`src/rtl/multi_polynomial_finder_pkg.sv`:
```
// rtl/multi_polynomial_finder_pkg.sv - shared states, default polynomials and LFSR step macro
`ifndef LFSR_STEP
// One Galois-style right-shift step; v must be a plain identifier so it can be bit-selected.
`define LFSR_STEP(v, p) (v[0] ? ((v >> 1) ^ (p)) : (v >> 1))
`endif

package lighthouse_pkg;

  typedef enum logic [2:0] {
    IDLE,
    ESTIMATE,
    SEEK,
    WINDOW,
    DONE
  } state_t;

  localparam logic [16:0] POLY_1D258 = 17'h1d258;
  localparam logic [16:0] POLY_17E04 = 17'h17e04;

  // A single candidate still needs a 1-bit index port.
  function automatic int idx_width(input int n);
    return (n > 1) ? $clog2(n) : 1;
  endfunction

endpackage

```
`src/rtl/multi_polynomial_finder_if.sv`:
```
// rtl/multi_polynomial_finder_if.sv - request/result bundle of the finder (AMBIGUITY_DETECT_EN adds ambiguous)
interface multi_polynomial_finder_if
  import lighthouse_pkg::*;
#(
  parameter int NUM_POLY = 2,
  parameter int LFSR_W   = 17,
  parameter int TS_W     = 24,
  parameter int IDX_W    = idx_width(NUM_POLY)
);

  logic              start;
  logic              abort;
  logic [TS_W-1:0]   ts_start;
  logic [TS_W-1:0]   ts_end;
  logic [LFSR_W-1:0] data_start;
  logic [LFSR_W-1:0] data_end;
  logic              ready;
  logic              done;
  logic              found;
  logic              error;
  logic [IDX_W-1:0]  poly_index;
  logic [LFSR_W-1:0] polynomial;
  logic [LFSR_W-1:0] iteration_number;
`ifdef AMBIGUITY_DETECT_EN
  logic              ambiguous;

  modport master (
    output start, abort, ts_start, ts_end, data_start, data_end,
    input  ready, done, found, error, poly_index, polynomial, iteration_number, ambiguous
  );

  modport slave (
    input  start, abort, ts_start, ts_end, data_start, data_end,
    output ready, done, found, error, poly_index, polynomial, iteration_number, ambiguous
  );
`else
  modport master (
    output start, abort, ts_start, ts_end, data_start, data_end,
    input  ready, done, found, error, poly_index, polynomial, iteration_number
  );

  modport slave (
    input  start, abort, ts_start, ts_end, data_start, data_end,
    output ready, done, found, error, poly_index, polynomial, iteration_number
  );
`endif

endinterface

```
`src/rtl/multi_polynomial_finder_lfsr_lane.sv`:
```
// rtl/multi_polynomial_finder_lfsr_lane.sv - one candidate LFSR register with load/step control
module lfsr_lane #(
  parameter int LFSR_W = 17
) (
  input  logic              clk_72MHz,
  input  logic              load,
  input  logic              step,
  input  logic [LFSR_W-1:0] seed,
  input  logic [LFSR_W-1:0] polynomial,
  output logic [LFSR_W-1:0] value
);

  logic [LFSR_W-1:0] r_value;

  // Seeded before every search, so it carries no reset of its own.
  always_ff @(posedge clk_72MHz) begin
    if (load) begin
      r_value <= seed;
    end else if (step) begin
      r_value <= `LFSR_STEP(r_value, polynomial);
    end
  end

  assign value = r_value;

endmodule

```
`src/rtl/multi_polynomial_finder.sv`:
```
// rtl/multi_polynomial_finder.sv - finds which LFSR polynomial links two beacon words (AMBIGUITY_DETECT_EN)
module multi_polynomial_finder
  import lighthouse_pkg::*;
#(
  parameter int NUM_POLY = 2,
  parameter int LFSR_W   = 17,
  parameter int TS_W     = 24,
  parameter int TS_SHIFT = 4,
  parameter int ITER_TOL = 2,
  parameter logic [NUM_POLY*LFSR_W-1:0] POLYS = {POLY_17E04, POLY_1D258}
) (
  input logic                      clk_72MHz,
  input logic                      reset,
  multi_polynomial_finder_if.slave bus
);

  localparam int IDX_W = idx_width(NUM_POLY);
  localparam logic [LFSR_W-1:0] TOL = LFSR_W'(ITER_TOL);

  state_t            r_state;
  state_t            w_next;

  logic [TS_W-1:0]   r_ts_start;
  logic [TS_W-1:0]   r_ts_end;
  logic [LFSR_W-1:0] r_data_start;
  logic [LFSR_W-1:0] r_data_end;
  logic [LFSR_W-1:0] r_k;
  logic [LFSR_W-1:0] r_lo;
  logic [LFSR_W-1:0] r_hi;

  logic              r_found;
  logic              r_error;
  logic [IDX_W-1:0]  r_idx;
  logic [LFSR_W-1:0] r_poly;
  logic [LFSR_W-1:0] r_iter;
`ifdef AMBIGUITY_DETECT_EN
  logic              r_ambiguous;
`endif

  logic [TS_W-1:0]   w_delta;
  logic [LFSR_W-1:0] w_est;
  logic [LFSR_W-1:0] w_lo;
  logic [LFSR_W:0]   w_hi_sum;
  logic [LFSR_W-1:0] w_hi;
  logic [LFSR_W-1:0] w_k_inc;
  logic              w_degen;
  logic              w_running;
  logic              w_abort_now;
  logic              w_accept;
  logic              w_load;
  logic              w_step;

  logic [LFSR_W-1:0] w_value [NUM_POLY];
  logic [NUM_POLY-1:0] w_hit;
  logic              w_any_hit;
  logic [IDX_W-1:0]  w_hit_idx;
  logic [LFSR_W-1:0] w_hit_poly;

  // Step-count estimate and tolerance window; unsigned subtraction gives the exact wrap.
  assign w_delta  = r_ts_end - r_ts_start;
  assign w_est    = LFSR_W'(w_delta >> TS_SHIFT);
  assign w_lo     = (w_est < TOL) ? '0 : (w_est - TOL);
  assign w_hi_sum = {1'b0, w_est} + {1'b0, TOL};
  assign w_hi     = w_hi_sum[LFSR_W] ? '1 : w_hi_sum[LFSR_W-1:0];
  assign w_k_inc  = r_k + LFSR_W'(1);

  assign w_degen     = (r_data_start == r_data_end) || (r_ts_start == r_ts_end);
  assign w_running   = (r_state == ESTIMATE) || (r_state == SEEK) || (r_state == WINDOW);
  assign w_abort_now = bus.abort && w_running;
  assign w_accept    = (r_state == IDLE) && bus.start;

  for (genvar g = 0; g < NUM_POLY; g++) begin : g_lane
    lfsr_lane #(
      .LFSR_W(LFSR_W)
    ) u_lane (
      .clk_72MHz (clk_72MHz),
      .load      (w_load),
      .step      (w_step),
      .seed      (r_data_start),
      .polynomial(POLYS[g*LFSR_W +: LFSR_W]),
      .value     (w_value[g])
    );
  end

  // Compare every lane with the target; descending scan leaves the lowest matching lane.
  always_comb begin
    w_hit      = '0;
    w_any_hit  = 1'b0;
    w_hit_idx  = '0;
    w_hit_poly = '0;
    for (int i = NUM_POLY - 1; i >= 0; i--) begin
      w_hit[i] = (w_value[i] == r_data_end);
      if (w_hit[i]) begin
        w_any_hit  = 1'b1;
        w_hit_idx  = IDX_W'(i);
        w_hit_poly = POLYS[i*LFSR_W +: LFSR_W];
      end
    end
  end

  // Next-state and lane control; abort always takes priority over a match.
  always_comb begin
    w_next = r_state;
    w_load = 1'b0;
    w_step = 1'b0;
    case (r_state)
      IDLE: begin
        if (bus.start) w_next = ESTIMATE;
      end
      ESTIMATE: begin
        if (bus.abort || w_degen) begin
          w_next = DONE;
        end else begin
          w_load = 1'b1;
          w_next = (w_lo == '0) ? WINDOW : SEEK;
        end
      end
      SEEK: begin
        if (bus.abort) begin
          w_next = DONE;
        end else begin
          w_step = 1'b1;
          if (w_k_inc == r_lo) w_next = WINDOW;
        end
      end
      WINDOW: begin
        if (bus.abort) begin
          w_next = DONE;
`ifdef AMBIGUITY_DETECT_EN
        end else if (r_k == r_hi) begin
`else
        end else if (w_any_hit || (r_k == r_hi)) begin
`endif
          w_next = DONE;
        end else begin
          w_step = 1'b1;
        end
      end
      DONE: begin
        w_next = IDLE;
      end
      default: begin
        w_next = IDLE;
      end
    endcase
  end

  // State register.
  always_ff @(posedge clk_72MHz) begin
    if (reset) begin
      r_state <= IDLE;
    end else begin
      r_state <= w_next;
    end
  end

  // Request latch, step counter and window bounds.
  always_ff @(posedge clk_72MHz) begin
    if (reset) begin
      r_ts_start   <= '0;
      r_ts_end     <= '0;
      r_data_start <= '0;
      r_data_end   <= '0;
      r_k          <= '0;
      r_lo         <= '0;
      r_hi         <= '0;
    end else begin
      if (w_accept) begin
        r_ts_start   <= bus.ts_start;
        r_ts_end     <= bus.ts_end;
        r_data_start <= bus.data_start;
        r_data_end   <= bus.data_end;
      end
      if (r_state == ESTIMATE) begin
        r_k  <= '0;
        r_lo <= w_lo;
        r_hi <= w_hi;
      end else if (w_step) begin
        r_k <= w_k_inc;
      end
    end
  end

  // Result registers: cleared on an accepted start, held from done until the next one.
  always_ff @(posedge clk_72MHz) begin
    if (reset) begin
      r_found     <= 1'b0;
      r_error     <= 1'b0;
      r_idx       <= '0;
      r_poly      <= '0;
      r_iter      <= '0;
`ifdef AMBIGUITY_DETECT_EN
      r_ambiguous <= 1'b0;
`endif
    end else if (w_accept || w_abort_now) begin
      r_found     <= 1'b0;
      r_error     <= w_abort_now;
      r_idx       <= '0;
      r_poly      <= '0;
      r_iter      <= '0;
`ifdef AMBIGUITY_DETECT_EN
      r_ambiguous <= 1'b0;
`endif
    end else if ((r_state == ESTIMATE) && w_degen) begin
      r_error <= 1'b1;
    end else if ((r_state == WINDOW) && w_any_hit) begin
      if (!r_found) begin
        r_found <= 1'b1;
        r_idx   <= w_hit_idx;
        r_poly  <= w_hit_poly;
        r_iter  <= r_k;
      end
`ifdef AMBIGUITY_DETECT_EN
      if (r_found || ($countones(w_hit) > 1)) r_ambiguous <= 1'b1;
`endif
    end
  end

  assign bus.ready            = (r_state == IDLE);
  assign bus.done             = (r_state == DONE);
  assign bus.found            = r_found;
  assign bus.error            = r_error;
  assign bus.poly_index       = r_idx;
  assign bus.polynomial       = r_poly;
  assign bus.iteration_number = r_iter;
`ifdef AMBIGUITY_DETECT_EN
  assign bus.ambiguous        = r_ambiguous;
`endif

endmodule

```
`src/flat_wrapper.sv`:
```
// flat-port wrapper written by rule: the top's interface ports become plain ports
module multi_polynomial_finder_flat import lighthouse_pkg::*;
#(
  parameter int NUM_POLY = 2,
  parameter int LFSR_W   = 17,
  parameter int TS_W     = 24,
  parameter int TS_SHIFT = 4,
  parameter int ITER_TOL = 2,
  parameter logic [NUM_POLY*LFSR_W-1:0] POLYS = {POLY_17E04, POLY_1D258}
)
  (clk_72MHz, reset, bus_start, bus_abort, bus_ts_start, bus_ts_end, bus_data_start, bus_data_end, bus_ready, bus_done, bus_found, bus_error, bus_poly_index, bus_polynomial, bus_iteration_number);
  multi_polynomial_finder_if #(.NUM_POLY(NUM_POLY), .LFSR_W(LFSR_W), .TS_W(TS_W)) bus_i ();
  input logic clk_72MHz;
  input logic reset;
  input wire logic [$bits(bus_i.start)-1:0] bus_start;
  input wire logic [$bits(bus_i.abort)-1:0] bus_abort;
  input wire logic [$bits(bus_i.ts_start)-1:0] bus_ts_start;
  input wire logic [$bits(bus_i.ts_end)-1:0] bus_ts_end;
  input wire logic [$bits(bus_i.data_start)-1:0] bus_data_start;
  input wire logic [$bits(bus_i.data_end)-1:0] bus_data_end;
  output wire logic [$bits(bus_i.ready)-1:0] bus_ready;
  output wire logic [$bits(bus_i.done)-1:0] bus_done;
  output wire logic [$bits(bus_i.found)-1:0] bus_found;
  output wire logic [$bits(bus_i.error)-1:0] bus_error;
  output wire logic [$bits(bus_i.poly_index)-1:0] bus_poly_index;
  output wire logic [$bits(bus_i.polynomial)-1:0] bus_polynomial;
  output wire logic [$bits(bus_i.iteration_number)-1:0] bus_iteration_number;
  assign bus_i.start = bus_start;
  assign bus_i.abort = bus_abort;
  assign bus_i.ts_start = bus_ts_start;
  assign bus_i.ts_end = bus_ts_end;
  assign bus_i.data_start = bus_data_start;
  assign bus_i.data_end = bus_data_end;
  assign bus_ready = bus_i.ready;
  assign bus_done = bus_i.done;
  assign bus_found = bus_i.found;
  assign bus_error = bus_i.error;
  assign bus_poly_index = bus_i.poly_index;
  assign bus_polynomial = bus_i.polynomial;
  assign bus_iteration_number = bus_i.iteration_number;
  multi_polynomial_finder #(.NUM_POLY(NUM_POLY), .LFSR_W(LFSR_W), .TS_W(TS_W), .TS_SHIFT(TS_SHIFT), .ITER_TOL(ITER_TOL), .POLYS(POLYS)) u_core (.clk_72MHz(clk_72MHz), .reset(reset), .bus(bus_i));
endmodule
```
`config.mk`:
```
export PLATFORM = sky130hd
export DESIGN_NAME = multi_polynomial_finder_flat
export DESIGN_NICKNAME = d
export VERILOG_FILES = /design/src/rtl/multi_polynomial_finder_pkg.sv /design/src/rtl/multi_polynomial_finder_if.sv /design/src/rtl/multi_polynomial_finder_lfsr_lane.sv /design/src/rtl/multi_polynomial_finder.sv /design/src/flat_wrapper.sv
export SDC_FILE = /design/constraint.sdc
export NUM_CORES = 1
export LEC_CHECK = 0
export CAP_MARGIN = 10
export CORE_UTILIZATION = 55
export DETAILED_ROUTE_END_ITERATION = 8
export GPL_ROUTABILITY_DRIVEN = 0
export GPL_TIMING_DRIVEN = 1
export PLACE_DENSITY = 0.79
export SYNTH_ARGS = -nofsm -noshare
export SYNTH_HDL_FRONTEND = slang
export SYNTH_SLANG_ARGS = --single-unit
```
`constraint.sdc`:
```
create_clock -name clk_72MHz -period 4.45 [get_ports clk_72MHz]
set_input_delay 0.445 -clock clk_72MHz [delete_from_list [all_inputs] [get_ports clk_72MHz]]
set_output_delay 0.445 -clock clk_72MHz [all_outputs]
set_load 0.05 [all_outputs]
```
Wiring by layer:
Scale bar: 50 um. Only two layers are drawn.
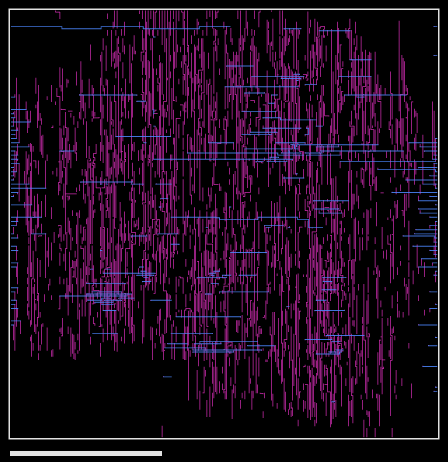
Blue is metal 3, wire length 1380 um. Magenta is metal 2, wire length 11500 um.

Sequential cells grouped by signal name:
Scale bar: 50 um.
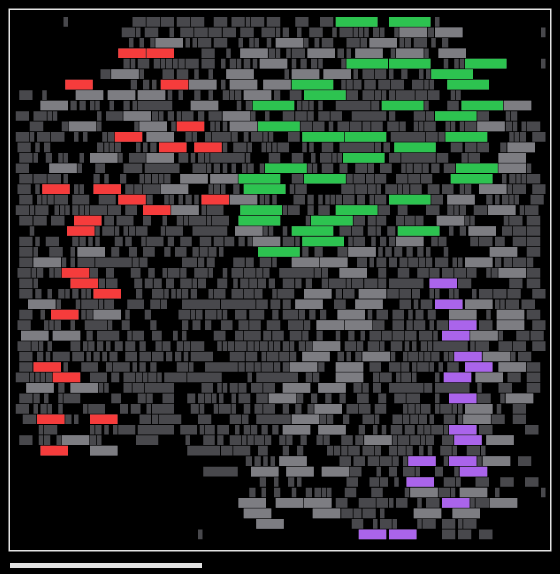
Purple is u_core.r_k, placed flops 17. Red is u_core.r_ts_end, placed flops 24. Green is u_core.g_lane.u_lane.value, placed flops 34.
Another 117 sequential cells are not coloured.

Clock wires, drivers and flops:
Scale bar: 50 um.
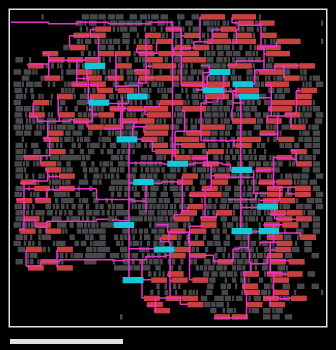
Red is flip-flops, count 192. Magenta is clock wires, length 2210 um. Cyan is clock drivers, count 17.
Position of the flops: widely spread. There are 18 routed clock nets.
clock skew: 0.007846 ns
Clk pwr share: 27.2%
Power Clock: 0.00153 W
Skew-Pair Late Insertion Delay: 0.43 ns

The clock network:
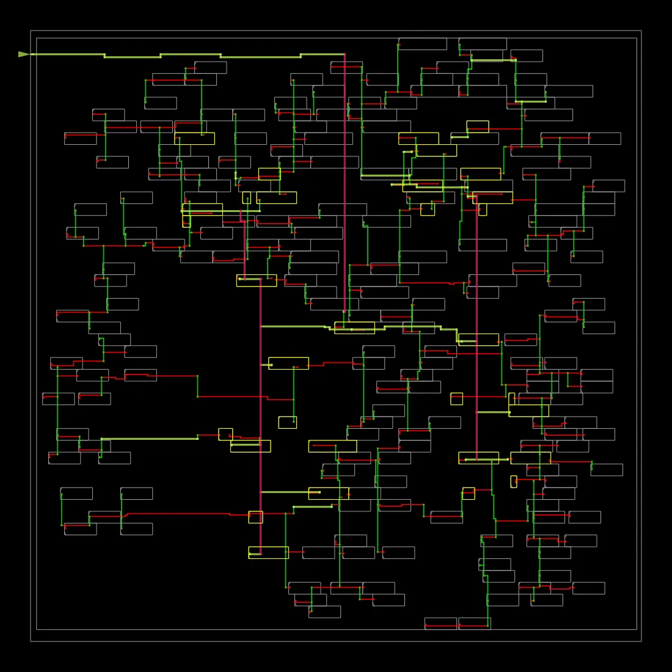
# clk buffers: 22
clock sink count: 192
total CTS buffers: 17
flop count: 192

[final timing paths]
kind                            slack, ns                    end
worst max-delay path                 0.64      u_core.r_state[0]
worst min-delay path                 0.43  u_core.r_data_end[10]
worst max register to register       0.64      u_core.r_state[0]
worst min register to register       0.46   u_core.r_ts_start[8]
[per-stage QoR]
step	total power (W)	utilization [%]	hold slack [ns]
after floorplan	0.003632	-	0.4363
after CTS	0.005614	65.33	0.4310
after global placement	0.004059	62.22	0.4436
final	0.005619	65.33	0.4326
after detailed placement	0.004093	62.22	0.4486
after global routing	0.005919	65.33	0.4634
[synth_stat cells, drive strengths merged, types with 4 or more instances]
library cell	number	share of area (%)
o21ai	39	2.0
xnor2	95	8.4
nor2	78	2.8
o211ai	8	0.57
inv	31	1.1
nand4	19	1.1
edfxtp	34	9.7
a21oi	144	7.0
a21o	8	0.57
or4	4	0.28
nor3	21	1.1
nand2	279	10
clkbuf	60	2.1
or3	5	0.34
buf	32	2.1
ha	23	2.7
nand2b	11	0.65
nand3	36	1.7
xor2	71	5.9
and3	16	0.95
a31oi	7	0.62
a221oi	4	0.66
dfxtp	158	30
and4	5	0.42
and2	10	0.62
nor4	17	1.1
mux2i	21	2.0
[logic make-up (layout without fill, tap and decap cells)]
group	count (synthesis)	in the layout	share of synthesized area, %
flops	192	192	39.69
buf+inv	123	193	5.341
xor+xnor	166	166	14.26
simple gates	512	512	22.14
compound gates	235	235	13.71
fa+ha+maj	23	23	2.730
other cells	1	5	0.03557
mux	22	22	2.101
[where the power goes]
group          internal, W  total (W)  switching (W)
logic             0.000788    0.00197        0.00118
registers          0.00197    0.00212       0.000158
clock network     0.000843    0.00153       0.000683
==> impl_metrics.py <==
# Auto-generated metrics
metrics = {
    "setup_path": {
        "worstSetupPathType": "reg2reg",
        "slowest_stage": "ha_1",
        "max_stage_delay_ns": 0.53,
        "timing.rr.start": "u_core.r_ts_start[5]",
        "start_kind": "flip-flop",
    },
    "layout": {
        "area_growth_syn_to_layout_pct": 16.31,
        "lay_top_count": "nand2_1",
        "seq_share_pct": 34.13,
        "layout_top_cells": "277 x nand2_1, 158 x dfxtp_1, 141 x a21oi_1, 118 x clkdlybuf4s50_1, 90 x xnor2_1",
        "diodes": 0,
    },
    "final_timing": {
        "max_freq_mhz": 262.8,
        "hold_viol_final": 0,
        "max_slew.worst_pin.slew_ns": 0.9242,
        "finalWorstSetupSlack_ns": 0.6446,
    },
    "clock_tree": {
        "root_buffer": "clkbuf_16",
        "cts.repair.resized": 0,
        "cts.clk_slew.worst_paths_ns": 0.07,
    },
    "placed_design": {
        "postPlaceCellArea_mm2": 0.01168,
        "dpl.hpwl_um": 18080,
    },
    "synthesis": {
        "synthArstFlopShare_pct": 0,
        "syn_inst": 1274,
        "ys_chip_area_mm2": 0.01054,
        "synth-seq-area-share_pct": 39.69,
        "ys.flops": 192,
    },
    "die": {
        "io_pins": 125,
        "initCoreUtil_pct": 56.17,
    },
    "routing": {
        "wl_met1_um": 11480,
        "first_iter_violations": 642,
        "met2_wirelength_um": 11530,
    },
    "outcome": {
        "status": "completed",
    },
    "global_routing": {
        "grt_max_degree": 84,
        "overflow": 0,
        "grt_pass1_vias": 8322,
    },
    "pwr": {
        "power.leakage_nw": 4.670,
        "power_density_mw_per_mm2": 458.3,
        "peakVddDrop_mv": 0.3051,
    },
}
Power is estimated from default activity; no workload was simulated.
